pins.png
(4 px per um) Pins as bars across the die edge, other pins in gray.
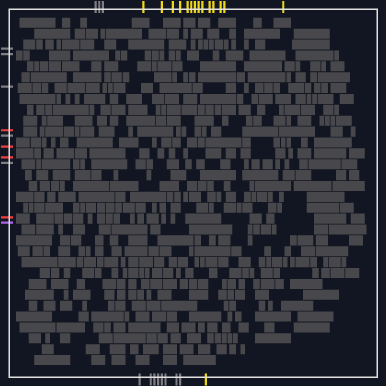
met2.png
(4 px per um)
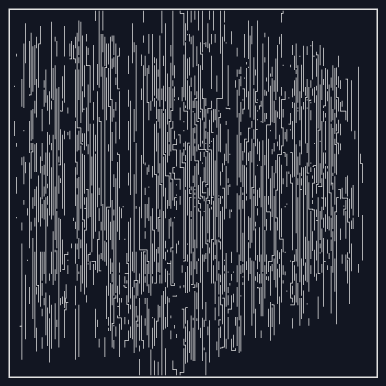
port_nets.png
(3 px per um)
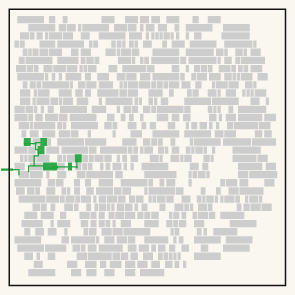
metal_stack.png
(3 px per um) Only two layers are drawn.
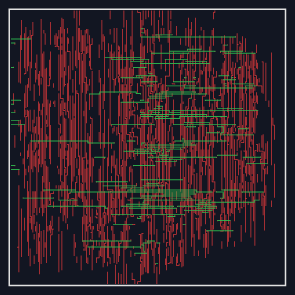
<file path="config.mk">
export PLATFORM = sky130hd
export DESIGN_NAME = fifo_bit_fetch
export DESIGN_NICKNAME = d
export VERILOG_FILES = /design/src/rtl/fifo_bit_fetch_pkg.sv /design/src/rtl/fifo_bit_fetch.sv
export SDC_FILE = /design/constraint.sdc
export NUM_CORES = 1
export LEC_CHECK = 0
export CAP_MARGIN = 20
export CORE_MARGIN = 1
export CORE_UTILIZATION = 54
export DETAILED_ROUTE_END_ITERATION = 10
export PLACE_DENSITY = 0.78
export RECOVER_POWER = 50
export SYNTH_ARGS = -nofsm -noshare
export SYNTH_HDL_FRONTEND = slang
export SYNTH_SLANG_ARGS = --single-unit
export TNS_END_PERCENT = 5
</file>
<file path="constraint.sdc">
create_clock -name clk -period 2.3 [get_ports clk]
set_input_delay 0.46 -clock clk [delete_from_list [all_inputs] [get_ports clk]]
set_output_delay 0.46 -clock clk [all_outputs]
set_load 0.01 [all_outputs]
</file>
<file path="src/rtl/fifo_bit_fetch_pkg.sv">
// fifo_bit_fetch shared types and constants.
// Bit buffer sizing, FSM encoding and small helpers.
package fifo_bit_fetch_pkg;

    localparam int DWIDTH = 8;
    localparam int BWIDTH = 4;
    localparam int OWIDTH = 15;
    localparam int BUF_W  = 23;
    localparam int FILL_W = 5;
    localparam int NEED_W = 2;

    typedef enum logic [1:0] {
        ST_IDLE,
        ST_FETCH,
        ST_OUT
    } state_t;

    // Whole bytes needed to cover a shortfall of 1..15 bits.
    function automatic logic [NEED_W-1:0] bytes_needed(
        input logic [FILL_W-1:0] short_bits
    );
        logic [FILL_W-1:0] rounded;
        rounded = short_bits + FILL_W'(DWIDTH - 1);
        return NEED_W'(rounded >> 3);
    endfunction

    // Mask with the low n bits set; n = 15 gives all ones.
    function automatic logic [OWIDTH-1:0] low_mask(
        input logic [BWIDTH-1:0] n
    );
        logic [OWIDTH-1:0] m;
        for (int i = 0; i < OWIDTH; i++) begin
            m[i] = (i < int'(n));
        end
        return m;
    endfunction

endpackage

</file>
<file path="src/rtl/fifo_bit_fetch.sv">
// fifo_bit_fetch: read-side bit fetcher for the encoder byte FIFO.
// Packs popped bytes LSB-first and hands out 0..15 bit chunks.
module fifo_bit_fetch
    import fifo_bit_fetch_pkg::*;
(
    input  logic              clk,
    input  logic              reset,
    input  logic              fifo_one_available_i,
    input  logic [DWIDTH-1:0] fifo_data_i,
    output logic              fifo_re_o,
    input  logic              req_i,
    input  logic [BWIDTH-1:0] req_bits_i,
    input  logic              flush_i,
    output logic              ready_o,
    output logic              data_valid_o,
    output logic [OWIDTH-1:0] data_o,
    output logic              stall_o
);

    state_t              state;
    logic [BUF_W-1:0]    buffer;
    logic [FILL_W-1:0]   fill;
    logic [BWIDTH-1:0]   n_q;
    logic [NEED_W-1:0]   need;
    logic [NEED_W-1:0]   issued;
    logic [NEED_W-1:0]   captured;
    logic                re_q;

    logic                pending;
    logic [FILL_W-1:0]   req_ext;
    logic [FILL_W-1:0]   fill_eff;

    // A flush in the same cycle as a request means the request sees fill=0.
    assign req_ext  = {1'b0, req_bits_i};
    assign fill_eff = flush_i ? '0 : fill;

    // Read enable and stall depend on the live FIFO flag so reads can
    // go back to back without ever exceeding the byte count needed.
    assign pending      = (state == ST_FETCH) && (issued < need);
    assign fifo_re_o    = pending && fifo_one_available_i;
    assign stall_o      = pending && !fifo_one_available_i;
    assign ready_o      = (state == ST_IDLE);
    assign data_valid_o = (state == ST_OUT);
    assign data_o       = data_valid_o
                        ? (buffer[OWIDTH-1:0] & low_mask(n_q))
                        : '0;

    // Fetch FSM with the bit buffer: insert at fill, shift out by n.
    always_ff @(posedge clk or negedge reset) begin
        if (!reset) begin
            state    <= ST_IDLE;
            buffer   <= '0;
            fill     <= '0;
            n_q      <= '0;
            need     <= '0;
            issued   <= '0;
            captured <= '0;
            re_q     <= 1'b0;
        end else begin
            re_q <= fifo_re_o;
            unique case (state)
                ST_IDLE: begin
                    if (flush_i) begin
                        buffer <= '0;
                        fill   <= '0;
                    end
                    if (req_i) begin
                        n_q      <= req_bits_i;
                        issued   <= '0;
                        captured <= '0;
                        if (req_ext <= fill_eff) begin
                            state <= ST_OUT;
                        end else begin
                            need  <= bytes_needed(req_ext - fill_eff);
                            state <= ST_FETCH;
                        end
                    end
                end
                ST_FETCH: begin
                    if (fifo_re_o) begin
                        issued <= issued + 1'b1;
                    end
                    if (re_q) begin
                        buffer   <= buffer
                                  | (BUF_W'(fifo_data_i) << fill);
                        fill     <= fill + FILL_W'(DWIDTH);
                        captured <= captured + 1'b1;
                        if (captured + 1'b1 == need) begin
                            state <= ST_OUT;
                        end
                    end
                end
                ST_OUT: begin
                    buffer <= buffer >> n_q;
                    fill   <= fill - FILL_W'(n_q);
                    state  <= ST_IDLE;
                end
                default: begin
                    state <= ST_IDLE;
                end
            endcase
        end
    end

endmodule

</file>
==> results.txt <==
Flow results follow.

The area of the mapped netlist is around 0.0043 mm^2. Counting tap cells, the placed design contains a total of around 640 instances. Sorting the synthesis cell report by count puts at the top sky130_fd_sc_hd__nand2_1.

The synthesized instance count is 484. The cell-mix breakdown from Yosys lists the adder-cell area share as about 5.8%. The master of the slowest instance on the critical path is sky130_fd_sc_hd__clkdlybuf4s50_1. STA classifies the critical path endpoint as a flop. The layout overhead on the synthesized area is 20.8%. Max-slew check failures listed in the final report amount to 0. The TritonCTS buffer count is 5. On the final layout, the worst clock skew is about 0.014 ns. At the placement stage, the worst setup path has a slack of -0.322 ns. The report puts the hold buffer count at CTS at 0. The post-cts gate resize count is 12. The first global-routing pass estimated between 20000 and 25000 um of wire. Among logic cells in the layout, the one with the most instances is sky130_fd_sc_hd__nand2_1.

IR analysis of the VDD net gives a maximum drop of 0.000722 V. The placer congestion estimate is ~0.96. The core area is about 0.0077 mm^2. The number of rows in the core area is 32.

In this run, the synthesized area fraction spent on AND-OR/OR-AND gates is recorded as between 20% and 30%. The antenna cell count is 0. The number of iterations in the first detailed-routing pass is 5. The maximum level of the CTS H-tree is 2. For reference, the mux area share after synthesis is about a quarter. The final-report hold violation count is 0. The run finished with clean final reports. The number of global-route vias before repair is 4330. On the worst path, the slowest cell contributes a delay of about 0.47 ns. For this sky-water flow run, the detailed-routed wirelength per cell is reported as ~21 um. The count of non-filler cells in the finished layout is between 600 and 700. After clock tree synthesis, the clock-pin slew on the worst setup and hold paths is around 0.1 ns. The detail route stage leaves a number of antenna-violating nets equal to 0. The via density per instance is between 6 and 7. Post-synthesis, Yosys gives the total cell area as 0.00434 mm^2. In this run the critical path is formed by clkdlybuf4s50_1 -> nand2b_1 -> ha_1 -> nand3b_1 -> a21oi_1 -> o21ai_0 -> nor2_1 -> mux2_2. Entering global routing, the biggest net connects around 42 pins.

Clock latency on the worst-skew pair, taken at its later pin, is between 0.3 and 0.4 ns. Counting I/O delays and the setup requirement, the final critical path takes roughly 2.3 ns. The final power report lists total power as ~5.8 mW.

The cell count listed in synth_stat.txt is roughly 480. Of the available clock period, the critical path in the final layout requires a little over nine tenths. The setup path with the least slack is of type primary input to flop. The global route stage reports its total congestion overflow as 0. Per the log, the first TritonRoute iteration ended with a DRC count of between 300 and 400.

The static leakage is between 2 and 2.5 nW. The number of logged tool warnings is 34. The top logic cell family in the synthesized netlist is multiplexers. Dividing the synthesized area by the synthesized cell count gives between 8 and 9 um^2.

Setup repair after global routing could not meet its margin everywhere. The number of buffers added for setup after CTS is 0. The yosys synthesis warning count is 0.

TritonCTS built the clock tree. The filler cell count is 651. After detailed routing, the number of remaining DRC violations is 0. For this design, the sink count on the clock tree is about 41. The leading register cell type out of synthesis is sky130_fd_sc_hd__dfrtp_1.

Data on the critical path is required at its endpoint by ~2.5 ns. The simple logic cell fraction of the synthesized area is 16.5%. Cells fill between 60 and 70% of the core in the end. Across all setup checks in the final design, the least slack found is 0.0454 ns. After synthesis, the cell types taking the most area are sky130_fd_sc_hd__dfrtp_1 24%, sky130_fd_sc_hd__mux4_2 7.8%, sky130_fd_sc_hd__mux2i_1 6.7%. The worst slack on hold paths is approximately 0.42 ns. The number of antenna violations at the first check in global routing is 0. The total area of multi-input combinational cells is slightly above 0.003 mm^2. The maximum clock insertion buffer count is 2. In the layout the commonest cells are 52 x sky130_fd_sc_hd__nand2_1, 51 x sky130_fd_sc_hd__buf_4, 41 x sky130_fd_sc_hd__dfrtp_1. Among cell families on the critical path, the largest total delay comes from simple AND/OR/NAND/NOR gates. After synthesis, flip-flops and latches occupy 23.7% of the total area. The count of different cell masters after synthesis is a little over 70. After Yosys synthesis, XOR and XNOR cells account for roughly 1.2% of the synthesized area. The pin slew with the least headroom to its limit is 1.13 ns. The number of nets in the synthesized netlist is approximately 520. The share of the synthesized area in the top cell type is a little under a quarter. The max-slew check reports its worst relative slack as 24.7%. Sorting the synthesized cells by how often they occur yields 52 x sky130_fd_sc_hd__nand2_1, 41 x sky130_fd_sc_hd__dfrtp_1, 34 x sky130_fd_sc_hd__a21oi_1.

Data arrives at the worst endpoint at approximately 2.5 ns. The worst min-delay path class is primary input to asynchronous set/reset pin. In this build the clock could be raised as far as around 0.44 GHz. The report shows a maximum critical-path fanout of 5.

For this run, the post-layout net count is between 500 and 600. The share of async-settable or async-resettable flops after synthesis is 100%. The root buffer cell is sky130_fd_sc_hd__clkbuf_8.

The register area is slightly above 0.001 mm^2. In the final layout, the share of cells above drive strength 1 is roughly a fifth. The type of element launching the critical path is a primary input. The library cell with the largest summed area after synthesis is sky130_fd_sc_hd__dfrtp_1. The number of buffers and inverters on the critical path is 1. The final setup violation count is 0. Power spread over the standard cell area amounts to roughly 1100 mW/mm^2. Across the run, the number of max-cap violations was 0.

Counting flops with a built-in enable in the synthesized netlist gives 0. In the global route stage, overall resource usage came out at approximately a third. The initial utilization of the core area, before any placement, comes to a little under three fifths.

The area of the chip is roughly 0.0084 mm^2. The total half-perimeter wirelength after legalization and detailed placement is between 10000 and 15000 um. Yosys reported a register bit count of 41.
## Picture notes: pins.png
- data_o: yellow (pins 15; direction output; edge 14 top, 1 bottom)
- flush_i: purple (pins 1; direction input; edge left)
- req_bits_i: red (pins 4; direction input; edge left)
- all pins by edge: 17 top, 10 left, 9 bottom
Port Buf Inserts: 35
die width: 91.6 um

## Picture notes: met2.png
- share of all routed wire: 47%
- nets with wire on the layer: 497
- main direction: vertical
- wire length on this layer: 6500 um
- longest straight run: 42.3 um
Detailed Route WL: 13900 um
met2 capacity usage during global routing: 57.1%
total vias in the final route: 4364

## Picture notes: port_nets.png
- flush_i: green (direction input; edge left; end cells 7; wire 46.1 um)
total I/O pin count: 36

## Picture notes: metal_stack.png
- met2: red (wire length 6500 um)
- met3: green (wire length 1140 um)

-- logic make-up after synthesis --
logic type	after synthesis
xor+xnor	6
buf+inv	60
mux	70
fa+ha+maj	19
flops	41
simple gates	149
compound gates	139
-- registers in the layout, summed over array words and instances, names as in the netlist --
| register | count |
|---|---|
| need | 2 |
| state | 2 |
| issued | 2 |
| captured | 2 |
| buffer | 23 |
| re_q | 1 |
| fill | 5 |
| n_q | 4 |
-- area by class of cell --
cell class / instances / area share, %
Multi-Input combinational cell: 383 / 58.0
Inverter: 26 / 1.86
Tap cell: 102 / 2.44
Timing Repair Buffer: 92 / 15.8
Clock inverter: 2 / 0.717
Clock buffer: 6 / 1.58
Sequential cell: 41 / 19.6
-- stage by stage --
| step | instance area [um^2] | TNS, ns |
|---|---|---|
| CTS | 5210 | -0.530 |
| global placement | 5100 | -0.319 |
| floorplan | 4340 | 0 |
| detailed placement | 5100 | -0.811 |
| global route | 5240 | -0.157 |
| finish | 5240 | 0 |
-- where the power goes --
group	internal, mW	switching [mW]	total, mW	leakage (nW)
logic	1.78	2.28	4.05	1.80
clock network	0.354	0.293	0.647	0.0574
registers	0.878	0.241	1.12	0.554
-- layer usage --
layer | part of all wire, % | vias up | GRT usage [%]
met1 | 41 | 2092 | 46.0
met4 | 3.9 | 0 | 13.8
met3 | 8.2 | 55 | 6.20
met5 | 0 | - | 0
met2 | 47 | 264 | 57.1
li1 | - | 1953 | -
-- final timing paths --
check	from	endpoint	slack, ns	cells past startpoint
setup reg to reg	state[1]	buffer[1]	0.08	9
hold / removal	reset	captured[1]	0.42	2
hold reg to reg	issued[0]	issued[0]	0.56	2
setup / recovery	flush_i	need[0]	0.05	8
max in group asynchronous	reset	buffer[9]	1.16	2
min in group clk	issued[0]	issued[0]	0.56	2
Power and IR drop assume default switching activity.
